Run 1, met2 routing:
Scale: 3 px per um.
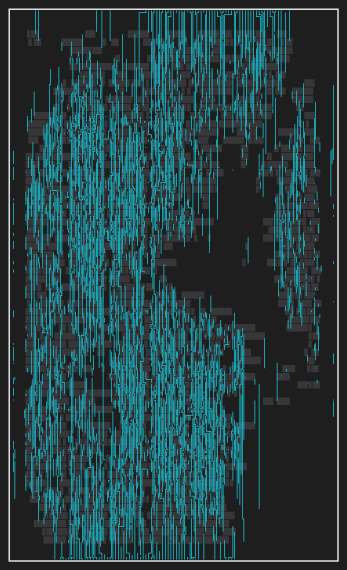
Run 1, clock nets:
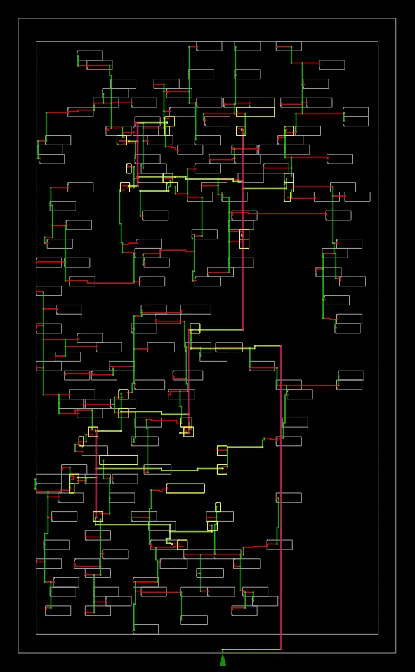
Run 1, port wiring:
Scale: 3 px per um.
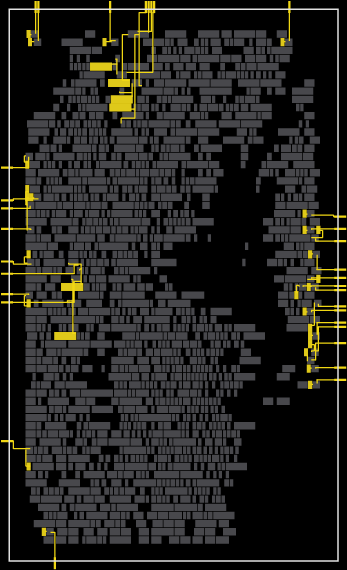
### src/rtl/mips_load_run_ctrl.sv
// Load/run/dump sequencer for the pipe_MIPS32 core.
// Streams a program into instruction memory, preloads Rk = k, runs the core
// until HALT retires or the cycle budget expires, then streams registers out.
// Every output is a register or decodes only state_q, so nothing an input does
// reaches an output in the same cycle. An imem write therefore appears on the
// outputs in the cycle after its ld_valid/ld_ready transfer.
module mips_load_run_ctrl #(
  parameter int          ADDR_W        = 10,
  parameter int          REG_AW        = 5,
  parameter int          NUM_INIT_REGS = 6,
  parameter int          NUM_DUMP_REGS = 6,
  parameter int          TIMEOUT       = 1024,
  parameter logic [5:0]  HALT_OP       = 6'h3f
) (
  input  logic              clk1,
  input  logic              rst,
  input  logic              start,
  input  logic [ADDR_W-1:0] prog_len,
  input  logic              ld_valid,
  input  logic [31:0]       ld_data,
  output logic              ld_ready,
  output logic              imem_we,
  output logic [ADDR_W-1:0] imem_addr,
  output logic [31:0]       imem_wdata,
  output logic              rf_we,
  output logic [REG_AW-1:0] rf_addr,
  output logic [31:0]       rf_wdata,
  input  logic [31:0]       rf_rdata,
  output logic              cpu_run,
  input  logic              retire_valid,
  input  logic [5:0]        retire_op,
  output logic              dump_valid,
  input  logic              dump_ready,
  output logic [REG_AW-1:0] dump_idx,
  output logic [31:0]       dump_data,
  output logic              done,
  output logic              timed_out,
  output logic [31:0]       run_cycles
);

  // DUMP_RD presents rf_addr, DUMP_CAP captures the synchronous read data,
  // DUMP_HOLD presents the word until the consumer takes it.
  typedef enum logic [2:0] {
    S_IDLE, S_LOAD, S_INIT, S_RUN, S_DUMP_RD, S_DUMP_CAP, S_DUMP_HOLD, S_DONE
  } state_t;

  localparam logic [REG_AW:0] INIT_N    = (REG_AW+1)'(NUM_INIT_REGS);
  localparam logic [REG_AW:0] DUMP_LAST = (REG_AW+1)'(NUM_DUMP_REGS - 1);
  localparam logic [31:0]     TIMEOUT_N = 32'(TIMEOUT);

  state_t              state_q, state_d;
  logic [ADDR_W-1:0]   len_q, len_d;
  logic [ADDR_W-1:0]   wcnt_q, wcnt_d;
  logic [REG_AW:0]     kcnt_q, kcnt_d;
  logic [REG_AW:0]     kcnt_inc;
  logic [31:0]         run_cycles_q, run_cycles_d;
  logic                timed_out_q, timed_out_d;
  logic                done_q, done_d;
  logic                imem_we_q, imem_we_d;
  logic [ADDR_W-1:0]   imem_addr_q, imem_addr_d;
  logic [31:0]         imem_wdata_q, imem_wdata_d;
  logic                rf_we_q, rf_we_d;
  logic [REG_AW-1:0]   rf_addr_q, rf_addr_d;
  logic [31:0]         rf_wdata_q, rf_wdata_d;
  logic                cpu_run_q, cpu_run_d;
  logic                dump_valid_q, dump_valid_d;
  logic [REG_AW-1:0]   dump_idx_q, dump_idx_d;
  logic [31:0]         dump_data_q, dump_data_d;

  assign kcnt_inc   = kcnt_q + (REG_AW+1)'(1);

  assign ld_ready   = (state_q == S_LOAD);
  assign imem_we    = imem_we_q;
  assign imem_addr  = imem_addr_q;
  assign imem_wdata = imem_wdata_q;
  assign rf_we      = rf_we_q;
  assign rf_addr    = rf_addr_q;
  assign rf_wdata   = rf_wdata_q;
  assign cpu_run    = cpu_run_q;
  assign dump_valid = dump_valid_q;
  assign dump_idx   = dump_idx_q;
  assign dump_data  = dump_data_q;
  assign done       = done_q;
  assign timed_out  = timed_out_q;
  assign run_cycles = run_cycles_q;

  // State and output registers; reset clears everything and drops cpu_run.
  always_ff @(posedge clk1) begin
    if (rst) begin
      state_q      <= S_IDLE;
      len_q        <= '0;
      wcnt_q       <= '0;
      kcnt_q       <= '0;
      run_cycles_q <= '0;
      timed_out_q  <= 1'b0;
      done_q       <= 1'b0;
      imem_we_q    <= 1'b0;
      imem_addr_q  <= '0;
      imem_wdata_q <= '0;
      rf_we_q      <= 1'b0;
      rf_addr_q    <= '0;
      rf_wdata_q   <= '0;
      cpu_run_q    <= 1'b0;
      dump_valid_q <= 1'b0;
      dump_idx_q   <= '0;
      dump_data_q  <= '0;
    end else begin
      state_q      <= state_d;
      len_q        <= len_d;
      wcnt_q       <= wcnt_d;
      kcnt_q       <= kcnt_d;
      run_cycles_q <= run_cycles_d;
      timed_out_q  <= timed_out_d;
      done_q       <= done_d;
      imem_we_q    <= imem_we_d;
      imem_addr_q  <= imem_addr_d;
      imem_wdata_q <= imem_wdata_d;
      rf_we_q      <= rf_we_d;
      rf_addr_q    <= rf_addr_d;
      rf_wdata_q   <= rf_wdata_d;
      cpu_run_q    <= cpu_run_d;
      dump_valid_q <= dump_valid_d;
      dump_idx_q   <= dump_idx_d;
      dump_data_q  <= dump_data_d;
    end
  end

  // Next-state and next-output logic; strobes default low, data fields hold.
  always_comb begin
    state_d      = state_q;
    len_d        = len_q;
    wcnt_d       = wcnt_q;
    kcnt_d       = kcnt_q;
    run_cycles_d = run_cycles_q;
    timed_out_d  = timed_out_q;
    done_d       = done_q;
    imem_we_d    = 1'b0;
    imem_addr_d  = imem_addr_q;
    imem_wdata_d = imem_wdata_q;
    rf_we_d      = 1'b0;
    rf_addr_d    = rf_addr_q;
    rf_wdata_d   = rf_wdata_q;
    cpu_run_d    = cpu_run_q;
    dump_valid_d = dump_valid_q;
    dump_idx_d   = dump_idx_q;
    dump_data_d  = dump_data_q;

    case (state_q)
      S_IDLE: begin
        if (start) begin
          len_d        = prog_len;
          wcnt_d       = '0;
          kcnt_d       = '0;
          done_d       = 1'b0;
          timed_out_d  = 1'b0;
          run_cycles_d = '0;
          state_d      = (prog_len != '0) ? S_LOAD : S_INIT;
        end
      end
      S_LOAD: begin
        if (ld_valid) begin
          imem_we_d    = 1'b1;
          imem_addr_d  = wcnt_q;
          imem_wdata_d = ld_data;
          wcnt_d       = wcnt_q + ADDR_W'(1);
          if (wcnt_q == len_q - ADDR_W'(1)) begin
            state_d = S_INIT;
            kcnt_d  = '0;
          end
        end
      end
      S_INIT: begin
        // One extra cycle after the last write so the core starts with a settled RF.
        if (kcnt_q == INIT_N) begin
          state_d   = S_RUN;
          cpu_run_d = 1'b1;
        end else begin
          rf_we_d    = 1'b1;
          rf_addr_d  = kcnt_q[REG_AW-1:0];
          rf_wdata_d = 32'(kcnt_q);
          kcnt_d     = kcnt_inc;
        end
      end
      S_RUN: begin
        // HALT is checked first so a HALT in the last budgeted cycle wins.
        run_cycles_d = run_cycles_q + 32'd1;
        if (retire_valid && (retire_op == HALT_OP)) begin
          state_d     = S_DUMP_RD;
          cpu_run_d   = 1'b0;
          timed_out_d = 1'b0;
          kcnt_d      = '0;
          rf_addr_d   = '0;
        end else if (run_cycles_q + 32'd1 == TIMEOUT_N) begin
          state_d     = S_DUMP_RD;
          cpu_run_d   = 1'b0;
          timed_out_d = 1'b1;
          kcnt_d      = '0;
          rf_addr_d   = '0;
        end
      end
      S_DUMP_RD: begin
        state_d = S_DUMP_CAP;
      end
      S_DUMP_CAP: begin
        dump_valid_d = 1'b1;
        dump_idx_d   = kcnt_q[REG_AW-1:0];
        dump_data_d  = rf_rdata;
        state_d      = S_DUMP_HOLD;
      end
      S_DUMP_HOLD: begin
        if (dump_ready) begin
          dump_valid_d = 1'b0;
          if (kcnt_q == DUMP_LAST) begin
            state_d = S_DONE;
            done_d  = 1'b1;
          end else begin
            kcnt_d    = kcnt_inc;
            rf_addr_d = kcnt_inc[REG_AW-1:0];
            state_d   = S_DUMP_RD;
          end
        end
      end
      S_DONE: begin
        state_d = S_IDLE;
      end
      default: begin
        state_d = S_IDLE;
      end
    endcase
  end

endmodule
### config.mk
export PLATFORM = sky130hd
export DESIGN_NAME = mips_load_run_ctrl
export DESIGN_NICKNAME = d
export VERILOG_FILES = /design/src/rtl/mips_load_run_ctrl.sv
export SDC_FILE = /design/constraint.sdc
export NUM_CORES = 1
export LEC_CHECK = 0
export ABC_AREA = 1
export CORE_ASPECT_RATIO = 1.75
export CORE_MARGIN = 5
export CORE_UTILIZATION = 44
export CTS_BUF_LIST = sky130_fd_sc_hd__clkbuf_4
export CTS_CLUSTER_SIZE = 16
export DETAILED_ROUTE_END_ITERATION = 8
export GPL_ROUTABILITY_DRIVEN = 0
export GPL_TIMING_DRIVEN = 0
export PLACE_DENSITY = 0.92
export SYNTH_ARGS = -nofsm -noshare
export SYNTH_HDL_FRONTEND = slang
export SYNTH_SLANG_ARGS = --single-unit
### constraint.sdc
create_clock -name clk1 -period 2.4 [get_ports clk1]
set_clock_uncertainty 0.15 [all_clocks]
set_input_delay 0.48 -clock clk1 [delete_from_list [all_inputs] [get_ports clk1]]
set_output_delay 0.48 -clock clk1 [all_outputs]
set_load 0.02 [all_outputs]
==> results.yml, run 1 <==
# synthesis and place-and-route metrics
floorplan:
  die-area_um2: 20000
  fp_util_pct: 44.6
  die_w_um: 109
  core_um2: 16900
  num_tap_cells: 227
  fp-row-count: 63
timing:
  tightest_slew_ps: 647
  worst_slack_ps: -240
  rsz0062_at_grt: "yes"
  period_used_pct: 110
  finalMaxSlewViolations: 0
  max_slew_margin_pct: 56.9
  timing.fmax_mhz: 379
  min_period_ps: 2640
  hold_violations: 0
  setup_viol: 17
drt:
  drc: 0
  first_iter_violations: 566
  drtAntennaViolNets: 0
  via_per_inst: 5.27
  detail_route.wl_per_cell_um: 15.7
cells_and_area:
  logic_gates: 823
  clock_area_share_pct: 2.68
  area_growth_pct: 42.3
  largest_class: "combinational gates"
  fin_area_um2: 10800
  comb_share_pct: 36.9
  layout_top_cells: "nand2_1, clkdlybuf4s50_1, nor2_1"
  final_net_count: 1478
  buffers_excl_clock: 306
  final_common_cell: "nand2_1"
  ff_latch_area_um2: 3180
  seq_share_pct: 29.5
  ff_count: 157
  comb_area_um2: 3970
  n_antenna_cell: 1
  nonClkBufAreaFrac_pct: 25.4
  drive_gt1_share_pct: 11.4
  nFillCells: 1370
  nNonClkInverters: 80
global_route:
  grt_busiest_layer: "met2"
  grt_pass1_vias: 8474
  grt-ovfl-total: 0
  antenna_found_initial: 1
  grt_use_total_pct: 25.2
  met3_usage_pct: 7.52
  met1_usage_pct: 23.7
  grt_pass1_wl_mm: 40.0
critical_path:
  worstReg2RegStart: "run_cycles[6]"
  worst-path-stages: 17
  crit_path_end: "kcnt_q[1]"
  arrival_ps: 2950
  path_buffers: 2
  cp_top_family: "simple AND/OR/NAND/NOR gates"
  worst_r2r_endpoint: "kcnt_q[1]"
  crit_type: "flip-flop to flip-flop"
  critPathMaxFanout: 7
  crit_top_cell: "nand2_1"
  cp-end-kind: "flip-flop"
  rrSetupSlack_ps: -240
  rr_worst_depth: 17
  critPathLaunchType: "flip-flop"
  path_cells: "nand2_1, nor2_4, nand2_4, nor2_4, nand2_1, nand2_1, nand2_1, nor2_1, nand2_1, nor2_2, nand3_2, nand2_4, buf_4, buf_16, nand4_1, nand2_1, nor2_1"
  crit_required_ps: 2710
  crit_slowest_cell: "dfxtp_2"
  cp_slowest_stage_delay_ps: 440
synth:
  yosys.area_share.aoi_pct: 12.8
  ys_sh_adder_pct: 1.16
  synth.avg_cell_area_um2: 6.83
  syn-cell-area_um2: 7560
  logic_family: "simple AND/OR/NAND/NOR gates"
  ys_sh_simple_pct: 33.0
  ys_sh_xor_pct: 2.43
  ys_cells: 1107
  ff_type: "dfxtp_1"
  synth_warnings: 0
  synth-seq-cells: 157
  edf_count: 0
  synthDistinctLibCells: 35
  postSynthSeqShare_pct: 41.5
  async_flop_share_pct: 0
  mux_share_pct: 0
power:
  power.group.top: "registers"
  combinationalPowerShare_pct: 37.9
  power-per-cell-area_nw_per_um2: 729
  p_seq_share_pct: 40.5
  seq-power_mw: 3.18
  p_int_mw: 4.83
  switchingPower_mw: 3.02
  ir_drop_mv: 0.602
  swShare_pct: 38.5
  clkPwrFrac_pct: 21.6
  powerClk_mw: 1.70
placed_design:
  dp.cells: 1572
  dp_hpwl_mm: 18.8
  placed_area_um2: 10100
clock_network:
  cts_hold_buf: 0
  numCtsBuffers: 17
  cts-resized-gates: 42
  clk_pin_slew_ps: 140
  clk_path_buf_depth: 2
  htree_levels: 4
  cts-root-buf: "clkbuf_4"
run_status:
  violations: "setup timing"
  status: "finished with violations"
min_path:
  min_from: "dump_data[16]"
  min_delay_path_depth: 2
  hold-path-endpoint: "dump_data[16]"
flow_run:
  warnings: 31
  maxCapViolations: 0
## Picture notes: 'met2 routing'
nets with wire on the layer	1238
main direction	vertical
share of all routed wire	51%
wire length on this layer	12900 um
longest straight run	64.6 um
met2 usage: 45.1%
via count: 8574
total wire length: 25.5 mm

## Picture notes: 'clock nets'
# clock sinks: 157
clkbuf count: 19
worst-skew pair later-pin latency: 570 ps

## Picture notes: 'port wiring'
colour	port	bits	direction	edge	end cells	buffers	wire
yellow	`rf_wdata`	32	output	14 right, 9 left, 8 top, 1 bottom	32	32	553 um
IO Port Bufs: 213
# IOs: 241

run 1: state kept, by name (all words and copies together), names as in the netlist:
register    count
dump_data      32
imem_wdata     32
run_cycles     32
imem_addr      10
len_q          10
wcnt_q         10
kcnt_q          6
rf_wdata        6
dump_idx        5
rf_addr         5
state_q         3
cpu_run         1
done            1
dump_valid      1
imem_we         1
rf_we           1
timed_out       1
run 1: through the flow:
step / setup TNS [ps] / setup WS, ps / utilization, % / power (mW) / hold slack [ps]
after CTS: -896 / -84.7 / 62.7 / 7.78 / 304
after floorplan: 0 / 90.1 / - / 4.95 / 298
after global placement: -6830 / -245 / 59.5 / 5.92 / 297
after global routing: -5540 / -383 / 63.5 / 8.35 / 290
after detailed placement: -9540 / -311 / 59.5 / 6.01 / 301
final: -2910 / -240 / 63.5 / 7.85 / 317
run 1: synthesized netlist by cell type, types with 5 or more instances:
cell type | n | share of area, %
inv_1 | 80 | 4.0
buf_4 | 26 | 2.6
nand3_1 | 66 | 4.4
o21ai_0 | 71 | 4.7
nor2_4 | 7 | 1.0
nand2_1 | 281 | 14
xor2_1 | 15 | 1.7
nor2_1 | 173 | 8.6
ha_1 | 7 | 1.2
nor2_2 | 5 | 0.41
a21oi_1 | 106 | 7.0
nand4_1 | 14 | 1.2
dfxtp_1 | 157 | 42
nand2_2 | 6 | 0.50
clkbuf_1 | 42 | 2.1
xnor2_1 | 6 | 0.69
nand3b_1 | 14 | 1.4
run 1: routing by layer:
metal | vias up | routed length (um)
met3 | 145 | 2190
met4 | 0 | 1910
met2 | 475 | 12900
met5 | - | 0
li1 | 4079 | -
met1 | 3875 | 8440
run 1: tightest hold or removal path: stages, from the launching register on:
cell and delay (ps):
dfxtp_1 330, nand2_1 60, a21oi_1 50
==> run 1 -> run 2 <==
==> constraint.sdc (replaced) <==
create_clock -name clk1 -period 2.4 [get_ports clk1]
set_clock_uncertainty 0.15 [all_clocks]
set_input_delay 0.6 -clock clk1 [delete_from_list [all_inputs] [get_ports clk1]]
set_output_delay 0.6 -clock clk1 [all_outputs]
set_load 0.02 [all_outputs]
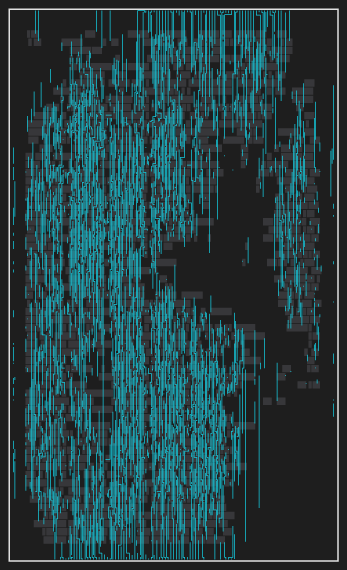
Run 2: met2 routing
Scale: 3 px per um.
wire length on this layer	13000 um
longest straight run	62.9 um
nets with wire on the layer	1225
share of all routed wire	51%
via count: 8562
met2 usage: 44.7%
total wire length: 25.8 mm

==> results.yml, run 2 <==
# synthesis and place-and-route metrics
run_status:
  status: "finished with violations"
  violations: "setup timing"
floorplan:
  die_w_um: 109
  die.size.y_um: 183
  die-area_um2: 20000
  core_um2: 16900
  fp-row-count: 63
  fp_util_pct: 44.6
  num_io_pins: 241
synth:
  ff_type: "dfxtp_1"
  ys_cells: 1107
  common_cells: "nand2_1, nor2_1, dfxtp_1, a21oi_1, inv_1"
  syn-cell-area_um2: 7560
  ys_area_um2: 7560
  syn_inst: 1107
  synth_area_leader_cell: "dfxtp_1"
  synth_warnings: 0
  postSynthSeqShare_pct: 41.5
  synth-seq-cells: 157
  async_flop_share_pct: 0
  yosysTopAreaCellShare_pct: 41.5
  synthDistinctLibCells: 35
  synth.avg_cell_area_um2: 6.83
  most_common_cell: "nand2_1"
  edf_count: 0
  top_cells_by_area: "dfxtp_1, nand2_1, nor2_1"
critical_path:
  cp-end-kind: "flip-flop"
  path_cells: "ha_4, nand2_2, nor2_4, buf_4, nand3_1, nand2_1, nand2_1, inv_1, nand2_1, nor2_1, nand2_1, nor2_1, nand3_2, nand2_4, buf_4, buf_16, nand4_1, nand2_1, nor2_1"
  cp_top_family: "simple AND/OR/NAND/NOR gates"
  crit_slowest_cell: "dfxtp_4"
  critPathMaxFanout: 5
  rr_worst_depth: 19
  worst-path-stages: 19
  critPathLaunchType: "flip-flop"
  cp_slowest_stage_delay_ps: 390
  crit_type: "flip-flop to flip-flop"
  crit_top_cell: "nand2_1"
  crit_required_ps: 2730
  path_buffers: 4
  arrival_ps: 2960
placed_design:
  io_buffers: 213
  place_ws_ps: -311
  dp.cells: 1572
  dp_hpwl_mm: 18.8
  placed_area_um2: 10100
min_path:
  min_delay_path_depth: 2
  min_path_type: "flip-flop to flip-flop"
power:
  power-per-cell-area_nw_per_um2: 735
  ir_drop_mv: 0.691
  clkPwrFrac_pct: 21.6
  p_int_mw: 4.86
  switchingPower_mw: 3.07
  p_seq_share_pct: 40.1
  swShare_pct: 38.7
  combinationalPowerShare_pct: 38.3
  p_total_mw: 7.93
  power_leakage_nw: 4.58
timing:
  rsz0062_at_grt: "yes"
  timing.fmax_mhz: 380
  worst_slack_ps: -235
  period_used_pct: 110
  min_period_ps: 2640
  tightest_slew_ps: 675
  max_slew_margin_pct: 55.0
  finalSetupTns_ps: -2740
  setup_viol: 16
  whs_ps: 318
  hold_violations: 0
  finalMaxSlewViolations: 0
drt:
  detail_route.wl_per_cell_um: 15.9
  first_iter_violations: 585
  via_per_inst: 5.26
  drtAntennaViolNets: 0
  drc: 0
  firstDrtPassIters: 6
clock_network:
  cts_tree: "yes"
  cts-root-buf: "clkbuf_4"
  cts.sinks: 157
  clk_path_buf_depth: 2
  clk_pin_slew_ps: 150
  cts-resized-gates: 61
  cts_hold_buf: 0
  htree_levels: 4
  cts_setup_buffers: 11
global_route:
  grt-ovfl-total: 0
  antenna_found_initial: 1
  grt_pass1_vias: 8490
  grt_use_total_pct: 25.1
  grt_pass1_wl_mm: 39.8
  grt_max_degree: 17
cells_and_area:
  fin_area_um2: 10800
  layout_top_cells: "nand2_1, clkdlybuf4s50_1, nor2_1"
  utilization_pct: 63.6
  area_growth_pct: 42.6
  final_net_count: 1479
  instances_no_fill: 1627
  final_common_cell: "nand2_1"
  ff_latch_area_um2: 3180
  nFillCells: 1371
  drive_gt1_share_pct: 11.4
  comb_area_um2: 3980
flow_run:
  maxCapViolations: 0
  warnings: 31
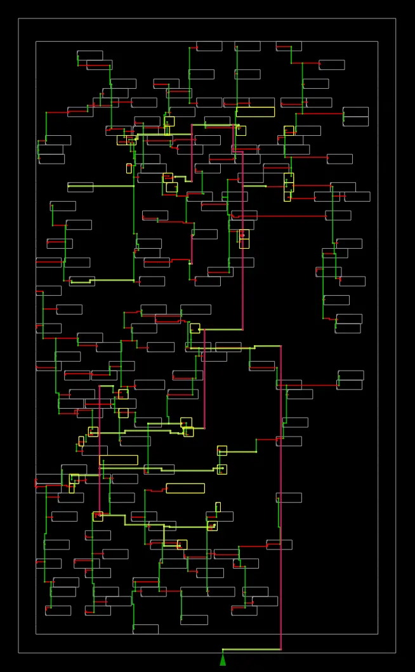
Run 2: clock nets
flip-flops: 157
total CTS buffers: 17
worst-skew pair later-pin latency: 590 ps
clock group power: 1.71 mW

-- run 2: cell counts after synthesis --
Identical to the previous run, type by type.
-- run 2: final cells by class --
type | count | share of cell area (%)
timing repair buffer | 234 | 21.7
clock inverter | 13 | 1.36
tap | 227 | 2.63
clock buffer | 19 | 1.32
buffer | 73 | 3.70
multi-input combinational | 823 | 36.9
inverter | 80 | 2.81
antenna | 1 | 0.0232
sequential | 157 | 29.5
-- run 2: path summary, 6_finish.rpt --
check / startpoint / endpoint / slack [ps]
worst max-delay path: run_cycles[1] / kcnt_q[1] / -240
worst min-delay path: dump_data[16] / dump_data[16] / 320
worst max register to register: run_cycles[1] / kcnt_q[1] / -240
worst min register to register: dump_data[16] / dump_data[16] / 320
-- run 2: power groups by stage --
| stage | Sequential [mW] | Clock (mW) | Combinational (mW) |
|---|---|---|---|
| 3_5_place_dp | 3.23 | 0 | 2.78 |
| 3_3_place_gp | 3.22 | 0 | 2.70 |
| 5_1_grt | 3.22 | 1.85 | 3.33 |
| 6_report | 3.18 | 1.71 | 3.04 |
| 2_1_floorplan | 3.44 | 0 | 1.50 |
| 4_1_cts | 3.17 | 1.72 | 2.88 |
-- run 2: cells by family (layout without fill, tap and decap cells) --
family | Yosys count | count (layout) | synth area share, %
simple gates | 579 | 580 | 33.0
compound gates | 189 | 189 | 12.8
flops | 157 | 157 | 41.5
buf+inv | 153 | 419 | 9.01
xor+xnor | 21 | 21 | 2.43
fa+ha+maj | 7 | 7 | 1.16
other cells | 1 | 27 | 0.0496
-- run 2: routing by layer --
| layer | up-vias | wire length [um] | track usage, % |
|---|---|---|---|
| met2 | 483 | 13000 | 44.7 |
| met1 | 3857 | 8460 | 23.5 |
| met5 | - | 0 | 0 |
| met3 | 152 | 2280 | 7.17 |
| met4 | 0 | 2020 | 18.9 |
| li1 | 4070 | - | - |
==> run 2 -> run 3 <==
ABC_CLOCK_PERIOD_IN_PS = 2400   (was default)
CAP_MARGIN = 20   (was default)
CTS_CLUSTER_SIZE = default   (was 16)
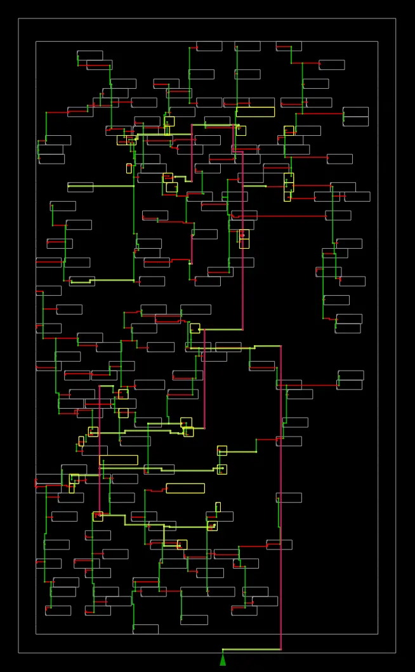
Run 3: clock nets

==> results.yml, run 3 <==
# synthesis and place-and-route metrics
synth:
  async_flop_share_pct: 0
  synth_warnings: 0
  syn-cell-area_um2: 7560
  synthDistinctLibCells: 35
  common_cells: "nand2_1, nor2_1, dfxtp_1, a21oi_1, inv_1"
  synth-seq-cells: 157
  ys_area_um2: 7560
  synth_area_leader_cell: "dfxtp_1"
  synth.avg_cell_area_um2: 6.83
  top_cells_by_area: "dfxtp_1, nand2_1, nor2_1"
  yosysTopAreaCellShare_pct: 41.5
  ff_type: "dfxtp_1"
  postSynthSeqShare_pct: 41.5
  ys_cells: 1107
  syn_inst: 1107
  most_common_cell: "nand2_1"
  edf_count: 0
critical_path:
  arrival_ps: 2960
  cp-end-kind: "flip-flop"
  crit_required_ps: 2730
  critPathMaxFanout: 5
  critPathLaunchType: "flip-flop"
  crit_type: "flip-flop to flip-flop"
cells_and_area:
  instances_no_fill: 1627
  fin_area_um2: 10800
  area_growth_pct: 42.6
  final_common_cell: "nand2_1"
  layout_top_cells: "nand2_1, clkdlybuf4s50_1, nor2_1"
  final_net_count: 1479
  utilization_pct: 63.6
  drive_gt1_share_pct: 11.4
power:
  switchingPower_mw: 3.07
  p_seq_share_pct: 40.1
  p_comb_mw: 3.04
  p_total_mw: 7.93
  power-per-cell-area_nw_per_um2: 735
  p_int_mw: 4.86
  powerClk_mw: 1.71
  swShare_pct: 38.7
  power_leakage_nw: 4.58
  seq-power_mw: 3.18
  clkPwrFrac_pct: 21.6
  combinationalPowerShare_pct: 38.3
  ir_drop_mv: 0.691
  power.group.top: "registers"
drt:
  wl_mm: 25.8
  wl_met1_mm: 8.46
  first_iter_violations: 585
  highest_layer: "met4"
  firstDrtPassIters: 6
  met3_length_mm: 2.28
  via_per_inst: 5.26
  met2WireLength_mm: 13.0
  drtAntennaViolNets: 0
  vias: 8562
  detail_route.wl_per_cell_um: 15.9
  drc: 0
placed_design:
  place_ws_ps: -311
  dp.cells: 1572
  placed_area_um2: 10100
  io_buffers: 213
  dp_hpwl_mm: 18.8
timing:
  min_period_ps: 2640
  tightest_slew_ps: 675
  finalSetupTns_ps: -2740
  hold_violations: 0
  whs_ps: 318
  finalMaxSlewViolations: 0
  max_slew_margin_pct: 55.0
  period_used_pct: 110
  setup_viol: 16
  rsz0062_at_grt: "yes"
  timing.fmax_mhz: 380
  worst_slack_ps: -235
floorplan:
  die-area_um2: 20000
  die_w_um: 109
  core_um2: 16900
  fp-row-count: 63
  num_io_pins: 241
  fp_util_pct: 44.6
  die.size.y_um: 183
clock_network:
  clock_latency_ps: 590
  numCtsBuffers: 17
  cts.sinks: 157
  cts-root-buf: "clkbuf_4"
  clk_path_buf_depth: 2
  htree_levels: 4
  clk_pin_slew_ps: 150
  cts_hold_buf: 0
  cts_tree: "yes"
global_route:
  met1_usage_pct: 23.5
  met3_usage_pct: 7.17
  antenna_found_initial: 1
  grt_use_met2_pct: 44.7
  grt-ovfl-total: 0
  grt_use_total_pct: 25.1
  grt_max_degree: 17
  grt_busiest_layer: "met2"
  grt_pass1_wl_mm: 39.8
  grt_pass1_vias: 8490
flow_run:
  maxCapViolations: 0
  warnings: 31
run_status:
  status: "finished with violations"
  violations: "setup timing"
min_path:
  min_path_type: "flip-flop to flip-flop"
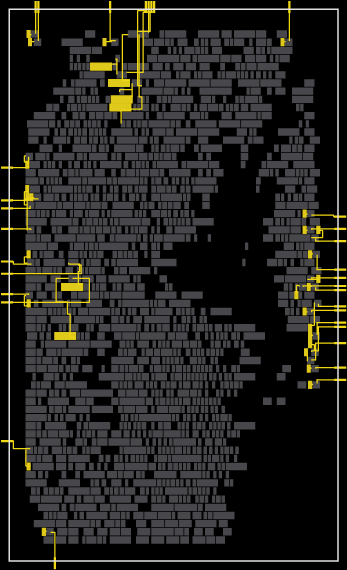
Run 3: port wiring
Scale: 3 px per um.
colour	port	bits	direction	edge	end cells	buffers	wire
yellow	`rf_wdata`	32	output	14 right, 9 left, 8 top, 1 bottom	32	32	576 um

run 3: cell counts in the layout (fill, tap and decap cells not counted):
Identical to the previous run, type by type.
run 3: path summary, 6_finish.rpt:
kind,startpoint,end,slack [ps],depth (start not counted)
min,dump_data[16],dump_data[16],320,2
min reg2reg,dump_data[16],dump_data[16],320,2
max reg2reg,run_cycles[1],kcnt_q[1],-240,19
max,run_cycles[1],kcnt_q[1],-240,19
run 3: layout make-up:
| class | instances | area [um2] |
|---|---|---|
| clock inverters | 13 | 146 |
| clock buffers | 19 | 143 |
| multi-input cells | 823 | 3980 |
| fillers | 1371 | 6160 |
| diodes | 1 | 2.50 |
| inverters | 80 | 303 |
| well taps | 227 | 284 |
| plain buffers | 73 | 399 |
| repair buffers | 234 | 2350 |
| flip-flops and latches | 157 | 3180 |
run 3: repair_timing:
action                     in CTS  in global routing
pin swaps                      21                 18
buffers inserted               11                  9
resized                        61                 65
setup endpoints to repair      81                100
hold endpoints to repair        0                  0
cloned                          2                  0
run 3: critical path: stages, from the launching register on:
cell	delay (ps)
dfxtp_4	390
ha_4	140
nand2_2	70
nor2_4	180
buf_4	150
nand3_1	80
nand2_1	100
nand2_1	120
inv_1	80
nand2_1	50
nor2_1	80
nand2_1	90
nor2_1	140
nand3_2	120
nand2_4	120
buf_4	140
buf_16	110
nand4_1	80
nand2_1	100
nor2_1	40
run 3: cell families (layout without fill, tap and decap cells):
family	count (synthesis)	in the layout	share of synthesized area [%]
AND-OR/OR-AND	189	189	12.8
other	1	27	0.0496
buffers and inverters	153	419	9.01
flip-flops	157	157	41.5
AND/OR/NAND/NOR	579	580	33.0
adder cells (fa/ha/maj)	7	7	1.16
XOR/XNOR	21	21	2.43
No activity file was given, so power comes from the tool's default toggle rates.
